Figure 1. Where the registers sit.
(3 px per um) Other cells in grey.
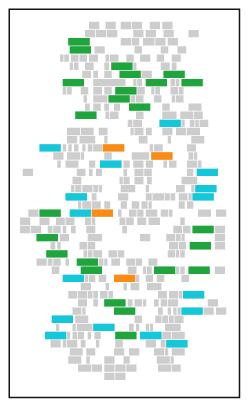
Figure 2. Metal 3.
(3 px per um)
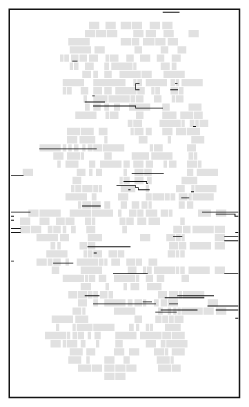
$ cat config.mk
export PLATFORM = sky130hd
export DESIGN_NAME = track_scheduler
export DESIGN_NICKNAME = d
export VERILOG_FILES = /design/src/rtl/note_pkg.sv /design/src/rtl/track_slot.sv /design/src/rtl/track_scheduler.sv
export SDC_FILE = /design/constraint.sdc
export NUM_CORES = 1
export LEC_CHECK = 0
export ABC_CLOCK_PERIOD_IN_PS = 3380
export CORE_ASPECT_RATIO = 1.75
export CORE_MARGIN = 3
export CORE_UTILIZATION = 32
export CTS_BUF_LIST = sky130_fd_sc_hd__clkbuf_2 sky130_fd_sc_hd__clkbuf_4 sky130_fd_sc_hd__clkbuf_8
export CTS_CLUSTER_DIAMETER = 150
export DETAILED_ROUTE_END_ITERATION = 8
export PLACE_DENSITY = 0.56
export SLEW_MARGIN = 40
export SYNTH_ARGS = -nofsm -noshare
export SYNTH_HDL_FRONTEND = slang
export SYNTH_HIERARCHICAL = 1
export SYNTH_SLANG_ARGS = --single-unit
$ cat constraint.sdc
create_clock -name clk -period 3.38 [get_ports clk]
set_clock_uncertainty 0.15 [all_clocks]
set_input_delay 0.338 -clock clk [delete_from_list [all_inputs] [get_ports clk]]
set_output_delay 0.338 -clock clk [all_outputs]
set_load 0.01 [all_outputs]
$ cat src/rtl/note_pkg.sv
// Shared widths, rest code and slot state encoding for the track scheduler.
// Imported by track_slot and track_scheduler.
package note_pkg;
   localparam int unsigned NOTE_W    = 6;
   localparam int unsigned DUR_W     = 4;
   localparam int unsigned NUM_SLOTS = 4;
   localparam int unsigned NOTE_REST = 0;

   typedef enum logic {
      SlotFree,
      SlotActive
   } slot_state_e;
endpackage

$ cat src/rtl/track_slot.sv
// One note slot: holds the note code and its remaining beat count.
// A FREE slot always shows note 0.
module track_slot #(
   parameter int unsigned NOTE_W = note_pkg::NOTE_W,
   parameter int unsigned DUR_W  = note_pkg::DUR_W
) (
   input  logic              clk,
   input  logic              rst,
   input  logic              load,
   input  logic [NOTE_W-1:0] note,
   input  logic [DUR_W-1:0]  dur,
   input  logic              tick,
   input  logic              clr,
   output logic [NOTE_W-1:0] track,
   output logic              busy
);
   import note_pkg::*;

   slot_state_e       state_q, state_d;
   logic [NOTE_W-1:0] note_q, note_d;
   logic [DUR_W-1:0]  cnt_q, cnt_d;

   always_comb begin
      state_d = state_q;
      note_d  = note_q;
      cnt_d   = cnt_q;
      if (clr) begin
         state_d = SlotFree;
         note_d  = '0;
         cnt_d   = '0;
      end else if (load) begin
         // Loading wins over the tick, so a retriggered slot skips this beat's decrement.
         state_d = SlotActive;
         note_d  = note;
         cnt_d   = (dur == '0) ? DUR_W'(1) : dur;
      end else if (tick && state_q == SlotActive && cnt_q != '0) begin
         if (cnt_q == DUR_W'(1)) begin
            state_d = SlotFree;
            note_d  = '0;
            cnt_d   = '0;
         end else begin
            cnt_d = cnt_q - DUR_W'(1);
         end
      end
   end

   always_ff @(posedge clk) begin
      if (rst) begin
         state_q <= SlotFree;
         note_q  <= '0;
         cnt_q   <= '0;
      end else begin
         state_q <= state_d;
         note_q  <= note_d;
         cnt_q   <= cnt_d;
      end
   end

   assign track = note_q;
   assign busy  = (state_q == SlotActive);
endmodule

$ cat src/rtl/track_scheduler.sv
// Four-slot note scheduler: retriggers matching notes, otherwise allocates the
// lowest free slot; beat ticks count durations down until slots free up.
module track_scheduler #(
   parameter int unsigned NOTE_W = note_pkg::NOTE_W,
   parameter int unsigned DUR_W  = note_pkg::DUR_W
) (
   input  logic              clk,
   input  logic              rst,
   input  logic              beat_tick,
   input  logic              pause,
   input  logic              flush,
   input  logic              note_valid,
   input  logic [NOTE_W-1:0] note_in,
   input  logic [DUR_W-1:0]  dur_in,
   output logic              note_ready,
   output logic [NOTE_W-1:0] track0,
   output logic [NOTE_W-1:0] track1,
   output logic [NOTE_W-1:0] track2,
   output logic [NOTE_W-1:0] track3,
   output logic [3:0]        busy
);
   import note_pkg::*;

   logic [NOTE_W-1:0] track_w [NUM_SLOTS];
   logic [3:0]        busy_w;
   logic [3:0]        match;
   logic [3:0]        load;
   logic              note_is_rest;
   logic              xfer;
   logic              tick;

   assign note_is_rest = (note_in == NOTE_W'(NOTE_REST));
   assign tick         = beat_tick & ~pause;

   always_comb begin
      match = '0;
      for (int i = 0; i < NUM_SLOTS; i++) begin
         match[i] = busy_w[i] && (track_w[i] == note_in) && !note_is_rest;
      end
   end

   assign note_ready = !rst && !flush && ((~busy_w != '0) || (match != '0));
   assign xfer       = note_valid && note_ready;

   // Retrigger takes precedence; otherwise pick the lowest-index free slot.
   always_comb begin
      load = '0;
      if (xfer && !note_is_rest) begin
         if (match != '0) begin
            load = match;
         end else begin
            for (int i = NUM_SLOTS - 1; i >= 0; i--) begin
               if (!busy_w[i]) load = 4'(1 << i);
            end
         end
      end
   end

   for (genvar g = 0; g < NUM_SLOTS; g++) begin : g_slot
      track_slot #(
         .NOTE_W (NOTE_W),
         .DUR_W  (DUR_W)
      ) u_slot (
         .clk   (clk),
         .rst   (rst),
         .load  (load[g]),
         .note  (note_in),
         .dur   (dur_in),
         .tick  (tick),
         .clr   (flush),
         .track (track_w[g]),
         .busy  (busy_w[g])
      );
   end

   assign track0 = track_w[0];
   assign track1 = track_w[1];
   assign track2 = track_w[2];
   assign track3 = track_w[3];
   assign busy   = busy_w;
endmodule

==> results.txt <==
From the run reports.

- In this run, the synthesized area fraction spent on and/or/nand/nor cells is recorded as just under 30%.
- The total of endpoints with negative setup slack in the final report reads 0.
- After layout, the minimum clock period comes to approximately 3000 ps.
- The detailed-route vias per instance reads ~5.2.
- The layout buffer count excluding clock buffers is just under 60.
- The sequential logic power is around 0.00052 W.
- The chip width reads about 76 um.
- The average wire per cell in the routed design is roughly 16 um.
- The floorplan report gives the top-level pin count as 45.
- The number of search-and-repair iterations in the first detailed-routing pass is 5.
- The worst register-to-register path begins at g_slot[0].u_slot/busy$_SDFFE_PP0P_.
- The number of resized instances in the post-cts repair step reads 0.
- In this run the critical path is formed by clkdlybuf4s50_1, or4_4, nor3_4, nor3_2, or3_4, o221a_1, a2111oi_2, nand2_1, a31oi_1.
- In this run the remaining antenna-violating nets after routing total 0.
- The number of distinct library cells after synthesis reads 40.
- The fraction of power consumed by combinational cells reads a little under a tenth.
- The power per cell area is between 300 and 400 nW/um^2.
- The share of total power dissipated in the clock network is around two fifths.
- In the synthesized netlist the async set-or-reset flop fraction comes to 0%.
- The sequential group share of total power reads just over 50%.
- The number of rows in the core area is 44.
- The average cell area after synthesis reads 8.500 um^2.
- The total internal power reads between 0.0007 and 0.0008 W.
- The count of pins over their slew limit is 0.
- Summed over all instances, the cell type with the most area after synthesis is dfxtp_1.
- The count of hold-fix buffers inserted at cts is 0.
- The chip area estimate from yosys synthesis is approximately 2800 um^2.
- The post-CTS setup-driven buffer insertion count reads 0.
- The combined area of all synthesized cells is 2763 um^2.
- Ranked by total cell area, the synthesized netlist is headed by dfxtp_1 32%, xnor2_1 7.6%, nand3b_1 6.5%.
- The endpoint of the most critical register-to-register path reads g_slot[0].u_slot/cnt_q[1]$_SDFFE_PP0P_.
- The max-cap check violation count is 0.
- The total number of cells along the worst setup path reads 9.
- The timing report gives the biggest stage delay along the critical path as ~570 ps.
- The signal arrival time at the worst endpoint is approximately 3100 ps.
- The setup path with the least slack is of type input port to flop.
- The sequential cell area in the final layout is roughly 880 um^2.
- The largest driver fanout on the critical path reads 8.
- Entering global routing, the biggest net connects 16 pins.
- The warning tally printed by Yosys for this design is 6.
- The worst-case reg-to-reg path depth is 7.
- Per the post-run analysis, buffers plus inverters along the critical path come to 1.
- Per the run report, area growth between synthesis and finish was 25.14%.
- The antenna diode instance count is 0.
- The fraction of the core area covered by cells at the end of the flow is about two fifths.
- The fraction of synthesized cell area in xor and xnor cells is 10.14%.
- In the synthesized netlist, the cells that appear most often are 44 x dfxtp_1, 38 x nand2_1, 28 x a21oi_1.
- Checking hold timing, the worst path is listed with class flop to flop.
- Multi-input combinational cells in the finished layout were counted as about 250.
- STA classifies the critical path endpoint as a flop.
- The accumulated negative setup slack reads 0 ps.
- At the later pin of the worst-skew pair, clock insertion delay measures roughly 310 ps.
- The most frequently placed logic cell in the final layout reads dfxtp_1.
- The power of the combinational group is approximately 0.0001 W.
- The final period utilization reads 90.08%.
- Before placement the cells fill between 30 and 40% of the core.
- Counting flops with a built-in enable in the synthesized netlist gives 0.
- The data required time at the worst endpoint reads approximately 3500 ps.
- The worst setup path startpoint is note_in[2].
- Summing the areas of all compound-gate instances in the mapped netlist gives between 10% and 20% of the synthesized area.
- Yosys reported a register bit count of approximately 44.
- For the pin with the worst max-slew slack, the measured transition is around 510 ps.
- The clock tree root driver cell reads clkbuf_8.
- The post-layout total power is approximately 0.0010 W.
- The mux share of post-synthesis cell area reads 1.449%.
- Broken down by cell family, the worst path's largest delay share belongs to simple AND/OR/NAND/NOR gates.
- The reported clock group power is roughly 0.00042 W.
- The layout has 8 inverters outside the clock class.
- The final hold violation count recorded for this run is 0.
- Per the CTS log, the maximum H-tree level is 2.
- The run finished with clean final reports.
- The overall die area is 9828 um^2.
- The startpoint identified for the worst hold timing path is g_slot[3].u_slot/track[4]$_SDFFE_PP0P_.
- The synthesized netlist net count reads around 350.
- The register with the most flip-flops in the layout has 24 of them.
- The wire length of the first global-routing pass reads between 10000 and 15000 um.
- The fill cell instance count of the final layout is just under 900.
- Port buffering added approximately 44 buffers.
- The dominant cell by count in the synthesized netlist is dfxtp_1.
- The number of clock buffer instances in the layout reads 5.
- The layout cell share with drive strength beyond 1 is about an eighth.
- The arithmetic-cell share of the synthesized area counting full adders, half adders and majority gates is under 10%.
- Setup repair after global routing left no endpoint under its margin.
- The number of buffers on the longest clock path reads 2.
- Summed over all nets, the switching power comes to around 0.00025 W.
- The number of cells on the worst hold path is 2.
- The initial antenna violation count is 0.
- The last weighted congestion value of the routability-driven placer is approximately 0.85.
- The sequential fraction of total cell area is between 20% and 30%.
- The routed wire length reads 7609 um.
- The count of unresolved DRC violations after routing reads 0.
- The fraction of cell area in non-clock buffers is approximately 16%.
- The via total after detailed routing reads approximately 2.5k.
- There are ~44 flip-flops and latches.
- The number of clock buffers added by TritonCTS is 5.
- The proportion of netlist area held by the largest area contributor is around a third.
- The layout report lists the multi-input gate area as 1743 um^2.
- The detailed placement HPWL reads around 5600 um.
- The cell with the largest stage delay on the worst path is or4_4.
- The main combinational cell family by area after synthesis reads simple AND/OR/NAND/NOR gates.
- STA shows the worst min-delay path finishing at g_slot[3].u_slot/track[4]$_SDFFE_PP0P_.
- The total core area reads around 8400 um^2.
- The fmax is ~330 MHz.
- The proportion of cell area occupied by multi-input gates is 50.42%.
- Total global-route track usage over all layers is approximately 16%.
- The worst setup path is launched from an input port.
- The commonest register cell after synthesis reads dfxtp_1.
- The number of instances in the synthesized netlist is roughly 330.
- The number of DRC violations after detailed-routing iteration 0 reads 134.
- The headroom to the max-slew limit reads 65.92%.
- The heaviest power group reads sequential cells.
- The count of clock tree sinks is between 40 and 50.
- The peak supply drop is 141.5 uV.
- The setup slack of the worst register-to-register path reads between 900 and 1000 ps.
- The final layout contains 396 nets.
- The share of final layout cell area taken by clock buffers and inverters reads roughly 3.2%.
- The number of warnings the tools reported is 34.
- The end of the critical path is g_slot[1].u_slot/cnt_q[0]$_SDFFE_PP0P_.
- The reported leakage power reads 1.090 nW.
- The share of total power consumed by net switching reads roughly a quarter.
- In the layout the commonest cells are 44 x dfxtp_1, 43 x clkdlybuf4s50_1, 38 x nand2_1, 28 x a21oi_1.
- According to the tapcell log, the count of inserted taps is roughly 120.
- The total congestion overflow reads 0.
- Of the synthesized area, sequential elements account for about a third.
- The height of the die reads around 130 um.
Notes on Figure 1 above:
netlist name	colour	sequential cells
`g_slot.u_slot/track`	green	24
`g_slot.u_slot/busy`	orange	4
`g_slot.u_slot/cnt_q`	cyan	16

Notes on Figure 2 above:
main direction	horizontal
longest straight run	20.7 um

-- layer usage --
layer	track usage, %	wire, um	vias up	share of wire [%]
met5	0	0	-	0
met4	8.004	272	0	3.6
met2	28.82	4050	67	53
li1	-	-	1235	-
met1	17.15	3004	1186	39
met3	2.311	282	15	3.7
-- per-stage QoR --
stage          instances  area [um^2]  setup WS, ps  hold slack (ps)
5_1_grt              484         3457         203.0            399.7
2_1_floorplan        325         2763         369.8            332.7
3_5_place_dp         475         3336         47.69            356.4
6_report             484         3457         335.3            368.9
3_3_place_gp         475         3336         104.2            353.4
4_1_cts              483         3447         61.25            370.7
-- tightest hold or removal path: cells and delay by family (launching register included) --
kind             cells  cell delay (ps)
flip-flops           1              330
AND/OR/NAND/NOR      1               80
AND-OR/OR-AND        1               60
Power is estimated from default activity; no workload was simulated.
